--- src/rtl/fetch_pkg.sv ---
// Shared types and constants for the instruction fetch front-end.
package fetch_pkg;

  localparam int XLEN   = 32;
  localparam int INST_W = 32;
  localparam logic [XLEN-1:0] PC_STEP = 32'd4;

  typedef struct packed {
    logic [XLEN-1:0]   pc;
    logic [INST_W-1:0] inst;
  } fetch_entry_t;

  function automatic logic [XLEN-1:0] alignPc(input logic [XLEN-1:0] pc);
    return {pc[XLEN-1:2], 2'b00};
  endfunction

endpackage

--- src/rtl/fetch_fifo.sv ---
// DEPTH-entry circular buffer of fetch entries; flush wins over push and pop.
module fetch_fifo
  import fetch_pkg::*;
#(
  parameter int DEPTH = 4
) (
  input  logic                       clk,
  input  logic                       rst,
  input  logic                       push,
  input  logic                       pop,
  input  logic                       flush,
  input  fetch_entry_t               wrEntry,
  output fetch_entry_t               rdEntry,
  output logic [$clog2(DEPTH):0]     count
);

  localparam int PTR_W = $clog2(DEPTH);
  localparam int CNT_W = PTR_W + 1;

  fetch_entry_t       mem [DEPTH];
  logic [PTR_W-1:0]   wrPtr;
  logic [PTR_W-1:0]   rdPtr;

  always_ff @(posedge clk or posedge rst) begin
    if (rst) begin
      wrPtr <= '0;
      rdPtr <= '0;
      count <= '0;
    end else if (flush) begin
      wrPtr <= '0;
      rdPtr <= '0;
      count <= '0;
    end else begin
      if (push) wrPtr <= wrPtr + PTR_W'(1);
      if (pop)  rdPtr <= rdPtr + PTR_W'(1);
      count <= count + CNT_W'(push) - CNT_W'(pop);
    end
  end

  // Storage carries no reset; the top masks the head while the queue is empty.
  always_ff @(posedge clk) begin
    if (push && !flush) mem[wrPtr] <= wrEntry;
  end

  assign rdEntry = mem[rdPtr];

endmodule

--- src/rtl/fetch_queue.sv ---
// Fetch PC, single-outstanding imem request control and instruction queue.
// Optional combinational ack-to-decode bypass: FETCH_QUEUE_BYPASS_EN.
module fetch_queue
  import fetch_pkg::*;
#(
  parameter int          DEPTH    = 4,
  parameter logic [31:0] RESET_PC = 32'h0000_0000
) (
  input  logic        clk,
  input  logic        reset,
  input  logic        redirect,
  input  logic [31:0] redirect_pc,
  output logic        imem_req,
  output logic [31:0] imem_addr,
  input  logic        imem_ack,
  input  logic [31:0] imem_rdata,
  output logic        inst_valid,
  output logic [31:0] inst,
  output logic [31:0] inst_pc,
  output logic [31:0] inst_pc_plus4,
  input  logic        inst_ready
);

  localparam int CNT_W = $clog2(DEPTH) + 1;
  localparam logic [CNT_W-1:0] DEPTH_C = CNT_W'(DEPTH);

  logic              reqQ, reqD;
  logic              dropQ, dropD;
  logic [XLEN-1:0]   addrQ, addrD;
  logic [XLEN-1:0]   fetchPc, fetchPcD;
  logic [XLEN-1:0]   pcSel;
  logic [CNT_W-1:0]  count, nextCount;
  logic              ackValid, headValid, bypassHit, bypassTake;
  logic              fifoPush, fifoPop;
  fetch_entry_t      pushEntry, headEntry, outEntry;

  assign ackValid  = reqQ && imem_ack;
  assign headValid = (count != '0);

`ifdef FETCH_QUEUE_BYPASS_EN
  assign bypassHit  = !headValid && ackValid && !dropQ;
  assign bypassTake = bypassHit && inst_ready && !redirect;
`else
  assign bypassHit  = 1'b0;
  assign bypassTake = 1'b0;
`endif

  assign fifoPush  = ackValid && !dropQ && !redirect && !bypassTake;
  assign fifoPop   = headValid && inst_ready && !redirect;
  assign pushEntry = '{pc: addrQ, inst: imem_rdata};

  fetch_fifo #(.DEPTH(DEPTH)) uFifo (
    .clk     (clk),
    .rst     (reset),
    .push    (fifoPush),
    .pop     (fifoPop),
    .flush   (redirect),
    .wrEntry (pushEntry),
    .rdEntry (headEntry),
    .count   (count)
  );

  always_comb begin
    nextCount = redirect ? '0 : count + CNT_W'(fifoPush) - CNT_W'(fifoPop);
  end

  // Request control: hold an unacked request; otherwise issue if a slot will be free.
  always_comb begin
    reqD     = reqQ;
    addrD    = addrQ;
    fetchPcD = fetchPc;
    dropD    = dropQ;
    pcSel    = redirect ? alignPc(redirect_pc) : fetchPc;
    if (ackValid) dropD = 1'b0;
    if (reqQ && !imem_ack) begin
      if (redirect) begin
        dropD    = 1'b1;
        fetchPcD = pcSel;
      end
    end else begin
      reqD = (nextCount < DEPTH_C);
      if (reqD) begin
        addrD    = pcSel;
        fetchPcD = pcSel + PC_STEP;
      end else begin
        fetchPcD = pcSel;
      end
    end
  end

  always_ff @(posedge clk or posedge reset) begin
    if (reset) begin
      reqQ    <= 1'b0;
      dropQ   <= 1'b0;
      addrQ   <= RESET_PC;
      fetchPc <= RESET_PC;
    end else begin
      reqQ    <= reqD;
      dropQ   <= dropD;
      addrQ   <= addrD;
      fetchPc <= fetchPcD;
    end
  end

  always_comb begin
    outEntry = '0;
    if (bypassHit)      outEntry = pushEntry;
    else if (headValid) outEntry = headEntry;
  end

  assign imem_req      = reqQ;
  assign imem_addr     = addrQ;
  assign inst_valid    = headValid || bypassHit;
  assign inst          = outEntry.inst;
  assign inst_pc       = outEntry.pc;
  assign inst_pc_plus4 = outEntry.pc + PC_STEP;

endmodule

--- config.mk ---
export PLATFORM = sky130hd
export DESIGN_NAME = fetch_queue
export DESIGN_NICKNAME = d
export VERILOG_FILES = /design/src/rtl/fetch_pkg.sv /design/src/rtl/fetch_fifo.sv /design/src/rtl/fetch_queue.sv
export SDC_FILE = /design/constraint.sdc
export NUM_CORES = 1
export LEC_CHECK = 0
export CAP_MARGIN = 20
export CORE_MARGIN = 5
export CORE_UTILIZATION = 49
export CTS_CLUSTER_SIZE = 30
export DETAILED_ROUTE_END_ITERATION = 10
export MAX_ROUTING_LAYER = met4
export PLACE_DENSITY_LB_ADDON = 0.05
export SLEW_MARGIN = 30
export SYNTH_ARGS = -nofsm -noshare
export SYNTH_HDL_FRONTEND = slang
export SYNTH_HIERARCHICAL = 1
export SYNTH_SLANG_ARGS = --single-unit
--- constraint.sdc ---
create_clock -name clk -period 3.08 [get_ports clk]
set_input_delay 0.616 -clock clk [delete_from_list [all_inputs] [get_ports clk]]
set_output_delay 0.616 -clock clk [all_outputs]
set_load 0.05 [all_outputs]
Fig. 1: run 1, routed clock nets over the placement
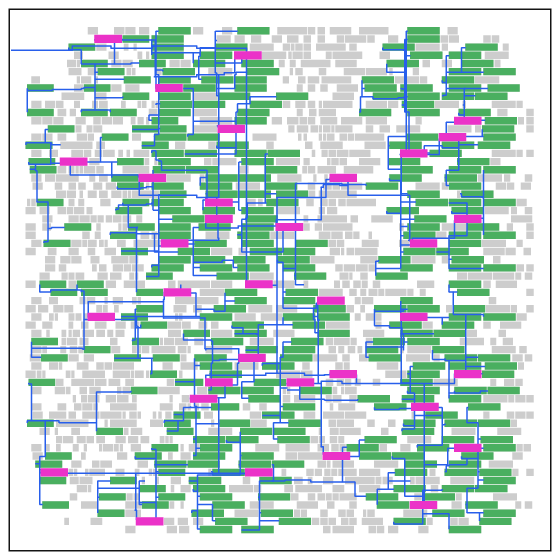
Blue stands for clock wires, length 3820 um. Magenta stands for clock drivers, count 34. Green stands for flip-flops, count 329.
Position of the flops: all over the die.

Fig. 2: run 1, M4 wires
The bar under the picture is 50 um long. Supply wires on this layer in gray.
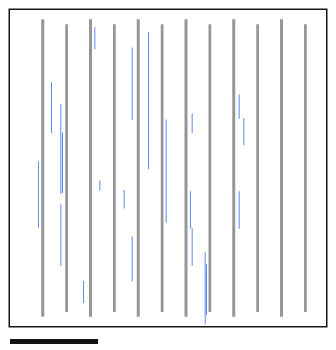
The layer holds 1.9% of the routed length. The longest straight run is 77.5 um.

==> out/metrics.cfg, run 1 <==
[final_timing]
whs_ns = 0.435
clock.fmax_ghz = 0.269
fin_ws_ns = -0.642
finClkSkew_ns = 0.0179
hold_viol_final = 0
final-max-slew-violation-count = 0
period_used_pct = 121
setup_viol = 47
worst_pin_slew_ns = 0.613
rsz0062_at_grt = true
slew_headroom_pct = 59.1
finalSetupTns_ns = -10.84

[worst_setup_path]
crit_chain = mux4_2 -> and2_4 -> ha_4 -> and3_4 -> nand4_1 -> nor3_2 -> buf_4 -> nand3_4 -> nor4_4 -> xor2_4 -> buf_12
slowest_stage = dfrtp_4
worstSetupPathType = register to output port
critPathRequiredTime_ns = 2.46
path_buffers = 2
cp-end-kind = output port
path_delay_family = simple AND/OR/NAND/NOR gates

[final_layout]
antenna_cells = 0
nNetsFinal = 1270
final_layout_size_suffix_gt1_share_pct = 37.8
nFillCells = 2019
final_area_um2 = 19600
final_util_pct = 68.6

[clock_tree]
clock_sinks = 329
clockRootBuffer = clkbuf_16
path_clk_slew_ns = 0.06
ctsHoldBuffers = 0
cts_tree = done
clock_path_buffers = 3
cts_buffers = 34

[grt]
gr-total-overflow = 0
grt_max_degree = 39
grt_use_met3_pct = 3.17
antenna_found_initial = 0
grt_usage_pct = 19.9
grt.busiest_layer = met2
grt_pass1_vias = 8733
grt_pass1_wl_mm = 49.8

[power_and_ir_drop]
power_frac_seq_pct = 32.9
switching_share_pct = 38.6
peakVddDrop_uv = 571
power.internal_mw = 11.0
leakage_nw = 7.23
combPwrFrac_pct = 44.4

[logic_synthesis]
fp_nets = 950
ys_top_logic_family = multiplexers
syn_avg_cell_area_um2 = 16.2
syn_inst = 870
yosysWarnings = 6
synth.cell_area_um2 = 14100
fa_ha_area_share_pct = 1.03
yosys-stat-area_um2 = 14100
edf_count = 256
async_reset_ff_share_pct = 22.2
ys_seq_share_pct = 67.5
yosys.area_share.aoi_pct = 2.41
yosys_cells = 870
ys_ff = 329

[route]
drtAntennaViolNets = 0
routed_wl_mm = 31.8
wl_per_cell_um = 19.9
num_vias = 8302
met2_length_mm = 16.1
post-route-drc-count = 0
dr_wl_met3_mm = 1.21
first_iter_violations = 421
drt_first_pass_iters = 4
viasPerCell = 5.20

[status]
violations = setup timing
status = finished, violations left

[run]
maxCapViolations = 0

[placement]
io_buffers = 196

[die]
die_w_um = 180
die_area_um2 = 32300
die_h_um = 180

Fig. 3: run 1, routed metal per tile
The bar under the picture is 50 um long. 36 x 36 tiles, from dark purple (low) to yellow (high), scaled to the fullest tile. Values are wire area over tile area, all layers added.
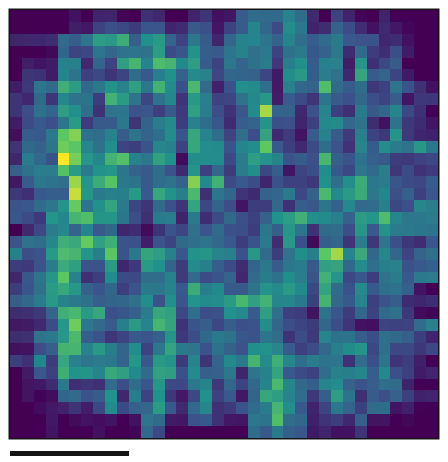
The mean over all tiles is 0.15. 14% of the tiles are over half the peak. 6.6% of the tiles are nearly empty. The fullest tile reaches 0.49.

[run 1: Yosys cell counts, drive strengths merged, types with 2 or more instances]
library cell	instances	area share, %
a21oi	5	0.18
a22oi	3	0.16
a31oi	3	0.24
and2	68	3.0
and3	10	0.44
and3b	2	0.12
and4	4	0.25
and4b	2	0.14
buf	23	1.5
clkbuf	18	0.48
dfrtp	73	13
edfxtp	256	55
ha	10	0.89
inv	20	0.53
mux2	2	0.16
mux2i	33	2.4
mux4	64	10
nand2	57	1.5
nand3	24	0.85
nand3b	5	0.27
nand4	15	0.77
nor2	36	0.96
nor2b	5	0.22
nor3	11	0.46
nor4	4	0.33
o21a	2	0.11
o21ai	36	1.3
or3	2	0.12
xnor2	29	1.8
xor2	35	2.2
[run 1: cells in the final DEF, fill, tap and decap left out, types with 6 or more instances in the layout]
cell type / instances
and2_4: 8
clkinv_1: 7
nand2_1: 46
clkbuf_16: 38
clkdlybuf4s50_1: 98
nor2_1: 15
nand3_1: 17
and3_1: 7
xnor2_1: 16
mux2i_1: 32
clkinv_2: 6
nor2_2: 12
buf_12: 47
inv_1: 17
nor3_2: 7
edfxtp_1: 256
dfrtp_1: 70
xor2_4: 6
nand2_2: 7
and2_1: 57
nand4_1: 14
buf_4: 158
clkbuf_1: 6
mux4_2: 64
o21ai_1: 9
xnor2_4: 8
nor2_4: 9
o21ai_0: 21
buf_6: 15
ha_1: 7
xor2_1: 24
[run 1: sequential cells by signal (all words and copies together), names as in the netlist]
name,flops
uFifo/mem,256
fetchPc,32
imem_addr,32
uFifo/count,3
uFifo/rdPtr,2
uFifo/wrPtr,2
dropQ,1
imem_req,1
[run 1: power groups by stage]
stage / clock network [mW] / logic (mW) / registers [mW]
floorplan: 0 / 4.13 / 6.46
detailed placement: 0 / 7.55 / 5.94
CTS: 4.15 / 7.65 / 5.86
global route: 4.34 / 8.33 / 5.94
global placement: 0 / 7.50 / 5.91
finish: 4.06 / 7.94 / 5.87
[run 1: final timing paths]
path	slack (ns)	start	cells after the start	end
setup / recovery	-0.64	uFifo/rdPtr[0]	11	inst_pc_plus4[26]
hold / removal	0.44	reset	2	uFifo/wrPtr[0]
setup reg to reg	-0.10	uFifo/count[2]	17	fetchPc[28]
hold reg to reg	0.53	imem_req	1	dropQ
max in group asynchronous	1.84	reset	3	imem_addr[21]
min in group clk	0.53	imem_req	1	dropQ
[run 1: metrics by stage]
step	setup WS [ns]	std cells	total power, mW
after floorplan	-0.484	870	10.6
after global placement	-0.358	1519	13.4
after detailed placement	-0.395	1519	13.5
after CTS	-0.724	1584	17.7
after global routing	-0.781	1598	18.6
final	-0.642	1598	17.9
[run 1: cell type report]
| cell class | instances | area, um2 | share of cell area [%] |
|---|---|---|---|
| Inverter | 20 | 75.1 | 0.383 |
| Multi-Input combinational cell | 480 | 5010 | 25.6 |
| Tap cell | 384 | 480 | 2.45 |
| Timing Repair Buffer | 325 | 3400 | 17.4 |
| Clock buffer | 42 | 912 | 4.66 |
| Clock inverter | 18 | 185 | 0.946 |
| Sequential cell | 329 | 9520 | 48.6 |
[run 1: what timing repair did]
item,4_1_cts,5_1_grt
resized,26,87
endpoints found under the setup margin,66,85
pin swaps,16,19
cloned,0,4
setup buffers,6,12
Fig. 4: run 1, sequential cells colored by netlist name
Other sequential cells in the stronger gray, the rest of the logic in the fainter gray.
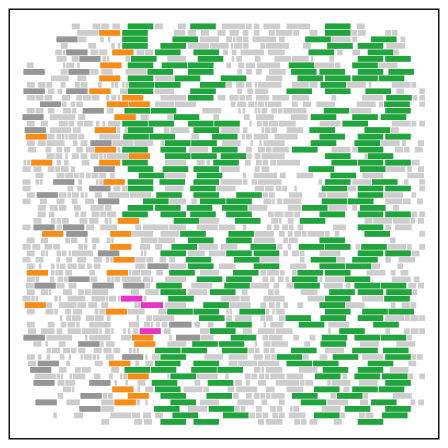

==> inputs of run 2 (changes only) <==
CORE_UTILIZATION = 30   (was 49)
MAX_ROUTING_LAYER = unset   (was met4)
Fig. 5: run 2, sequential cells colored by netlist name
Other sequential cells in the stronger gray, the rest of the logic in the fainter gray.
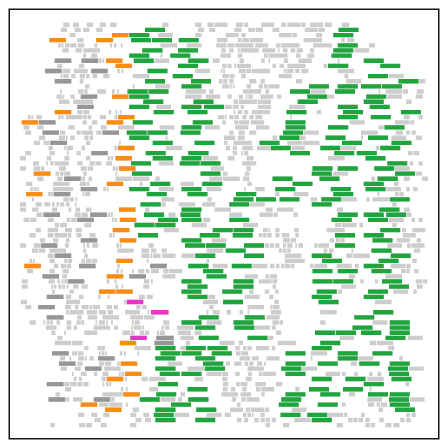
Magenta stands for uFifo/count, sequential cells 3. Green stands for uFifo/mem, sequential cells 256. Orange stands for imem_addr, sequential cells 32, where a column on the left.

==> run 2 against run 1 <==
Compared with the run above:
- highest routed layer unchanged
- non-clock buffer count increased by 16
- critical endpoint is now inst_pc_plus4[28]
- largest cell class unchanged
- critical path type unchanged
- die area up 59%
- the flow still finishes with violations (setup timing)
- sequential power up 0.7%
- largest power group unchanged
==> out/metrics.cfg, run 2 <==
[status]
status = finished, violations left
violations = setup timing

[logic_synthesis]
edf_count = 256
ys_ff = 329
async_reset_ff_share_pct = 22.2
yosys.area_share.aoi_pct = 2.41
most_common_cell = edfxtp_1
yosys-stat-area_um2 = 14100
syn_avg_cell_area_um2 = 16.2
synth-main-ff-cell = edfxtp_1
fp_nets = 950
yosys_cells = 870
synth.cell_area_um2 = 14100
ys_seq_share_pct = 67.5
common_cells = edfxtp_1 (256), dfrtp_1 (73), and2_1 (67)
top_area_share_pct = 54.5
synth_cell_types = 56
synthTopCellsByArea = edfxtp_1 (55%), dfrtp_1 (13%), mux4_2 (10%)
ys_top_logic_family = multiplexers
yosysWarnings = 6
top_area_cell = edfxtp_1
syn_inst = 870
fa_ha_area_share_pct = 1.03

[final_layout]
area_growth_pct = 43.6
final_layout_size_suffix_gt1_share_pct = 39.1
max_flop_register = uFifo/mem
nNetsFinal = 1291
largest_reg_flops = 256
stdcell_count = 1849
layout_top_cell = edfxtp_1
antenna_cells = 0
nFillCells = 4221
final_cell_mix = edfxtp_1 (256), buf_4 (160), clkdlybuf4s50_1 (98)

[final_timing]
rsz0062_at_grt = true
fin_ws_ns = -0.775
finClkSkew_ns = 0.0142
worst_pin_slew_ns = 0.647
final-max-slew-violation-count = 0
slew_headroom_pct = 56.9
hold_viol_final = 0
finalSetupTns_ns = -13.78
setup_viol = 40
clock.fmax_ghz = 0.259
period_used_pct = 125

[clock_tree]
path_clk_slew_ns = 0.06
ctsHoldBuffers = 0
cts_buffers = 39
h-tree-depth = 2
clock_sinks = 329
clock_path_buffers = 3
cts_tree = done
clockRootBuffer = clkbuf_16

[worst_setup_path]
r2r-start = uFifo/count[1]
crit_path_max_fanout = 5
worstSetupPathType = register to output port
ff2ff_setup_slack_ns = 0.09
cp-end-kind = output port
critPathRequiredTime_ns = 2.46
ff2ff_path_depth = 13
r2r_end = fetchPc[23]

[placement]
place_inst = 1753
dp_hpwl_mm = 26.1
io_buffers = 196
place_ws_ns = -0.478
place_congestion = 0.735

[grt]
grt_max_degree = 54
antenna_found_initial = 0
grt_pass1_wl_mm = 55.4
grt_pass1_vias = 8883
grt_usage_pct = 14.3
gr-total-overflow = 0

[die]
row_count = 79
die_h_um = 227
core_um2 = 46600
die_area_um2 = 51400
die_w_um = 227

[route]
first_iter_violations = 354
post-route-drc-count = 0
routed_wl_mm = 36.9
num_vias = 8352
viasPerCell = 4.52
wl_per_cell_um = 20.0
drtAntennaViolNets = 0
drt_first_pass_iters = 4

[power_and_ir_drop]
peakVddDrop_uv = 555
leakage_nw = 7.40

[run]
maxCapViolations = 0

[min_path]
hold_path.class = input pin to async pin

-- run 2: cell count changes in the layout (fill, tap and decap cells not counted), sizes merged --
cell,delta
clkinvlp,+3
buf,+17
clkbuf,+4
bufinv,+1
inv,+3
-- run 2: logic make-up (layout without fill, tap and decap cells) --
family / count (synthesis) / count (layout)
AND-OR/OR-AND: 56 / 56
flip-flops: 329 / 329
XOR/XNOR: 65 / 65
adder cells (fa/ha/maj): 11 / 11
multiplexers: 99 / 99
buffers and inverters: 61 / 433
AND/OR/NAND/NOR: 249 / 249
-- run 2: how the worst max path moves through the flow --
stage,startpoint,end,slack (ns),cells past startpoint
3_5_place_dp,imem_ack,fetchPc[26],-0.48,13
4_1_cts,uFifo/rdPtr[0],inst_pc_plus4[24],-0.86,12
5_1_grt,uFifo/rdPtr[0],inst_pc_plus4[28],-0.98,12
3_3_place_gp,imem_ack,fetchPc[26],-0.47,13
6_report,uFifo/rdPtr[0],inst_pc_plus4[28],-0.78,11
2_1_floorplan,uFifo/count[1],inst_pc_plus4[26],-0.48,13
-- run 2: repair_timing --
| action | in CTS | in global routing |
|---|---|---|
| cloned | 0 | 1 |
| pin swaps | 20 | 16 |
| endpoints found under the setup margin | 77 | 84 |
| gates resized | 78 | 43 |
| setup buffers | 13 | 10 |
-- run 2: area by class of cell --
class	count	area, um2	area share (%)
flip-flops and latches	329	9520	47.0
multi-input cells	480	5000	24.7
repair buffers	341	3600	17.8
clock buffers	47	1030	5.07
well taps	607	759	3.75
clock inverters	25	268	1.32
inverters	20	75.1	0.371
-- run 2: routing by layer --
layer  up-vias  GRT usage [%]  wire length (um)
met5         -              0                 0
li1       3959              -                 -
met1      4203           19.0             16100
met2       152           24.1             18500
met3        38           3.18              1810
met4         0           3.22               544
-- run 2: where the power goes --
part           internal [mW]  switching (mW)  total, mW
Sequential              5.39           0.511       5.91
Combinational           3.15            4.83       7.99
Clock                   2.81            1.82       4.63
-- run 2: stage by stage --
stage | power (mW) | instance area [um2] | hold slack, ns | util, %
4_1_cts | 18.7 | 19900 | 0.392 | 42.8
3_5_place_dp | 13.7 | 18200 | 0.515 | 39.2
2_1_floorplan | 10.6 | 14600 | 0.419 | -
5_1_grt | 19.4 | 20300 | 0.420 | 43.5
6_report | 18.5 | 20300 | 0.431 | 43.5
3_3_place_gp | 13.7 | 18200 | 0.504 | 39.2
-- run 2: critical path: stages, from the launching register on --
cell and delay, ns:
dfrtp_4 0.52, buf_4 0.21, mux4_2 0.37, nand4_1 0.13, or2_2 0.35, nor3_2 0.16, buf_4 0.15, buf_6 0.09
nand4_1 0.16, buf_4 0.21, xnor2_4 0.17, buf_12 0.15
Power and IR drop assume default switching activity.
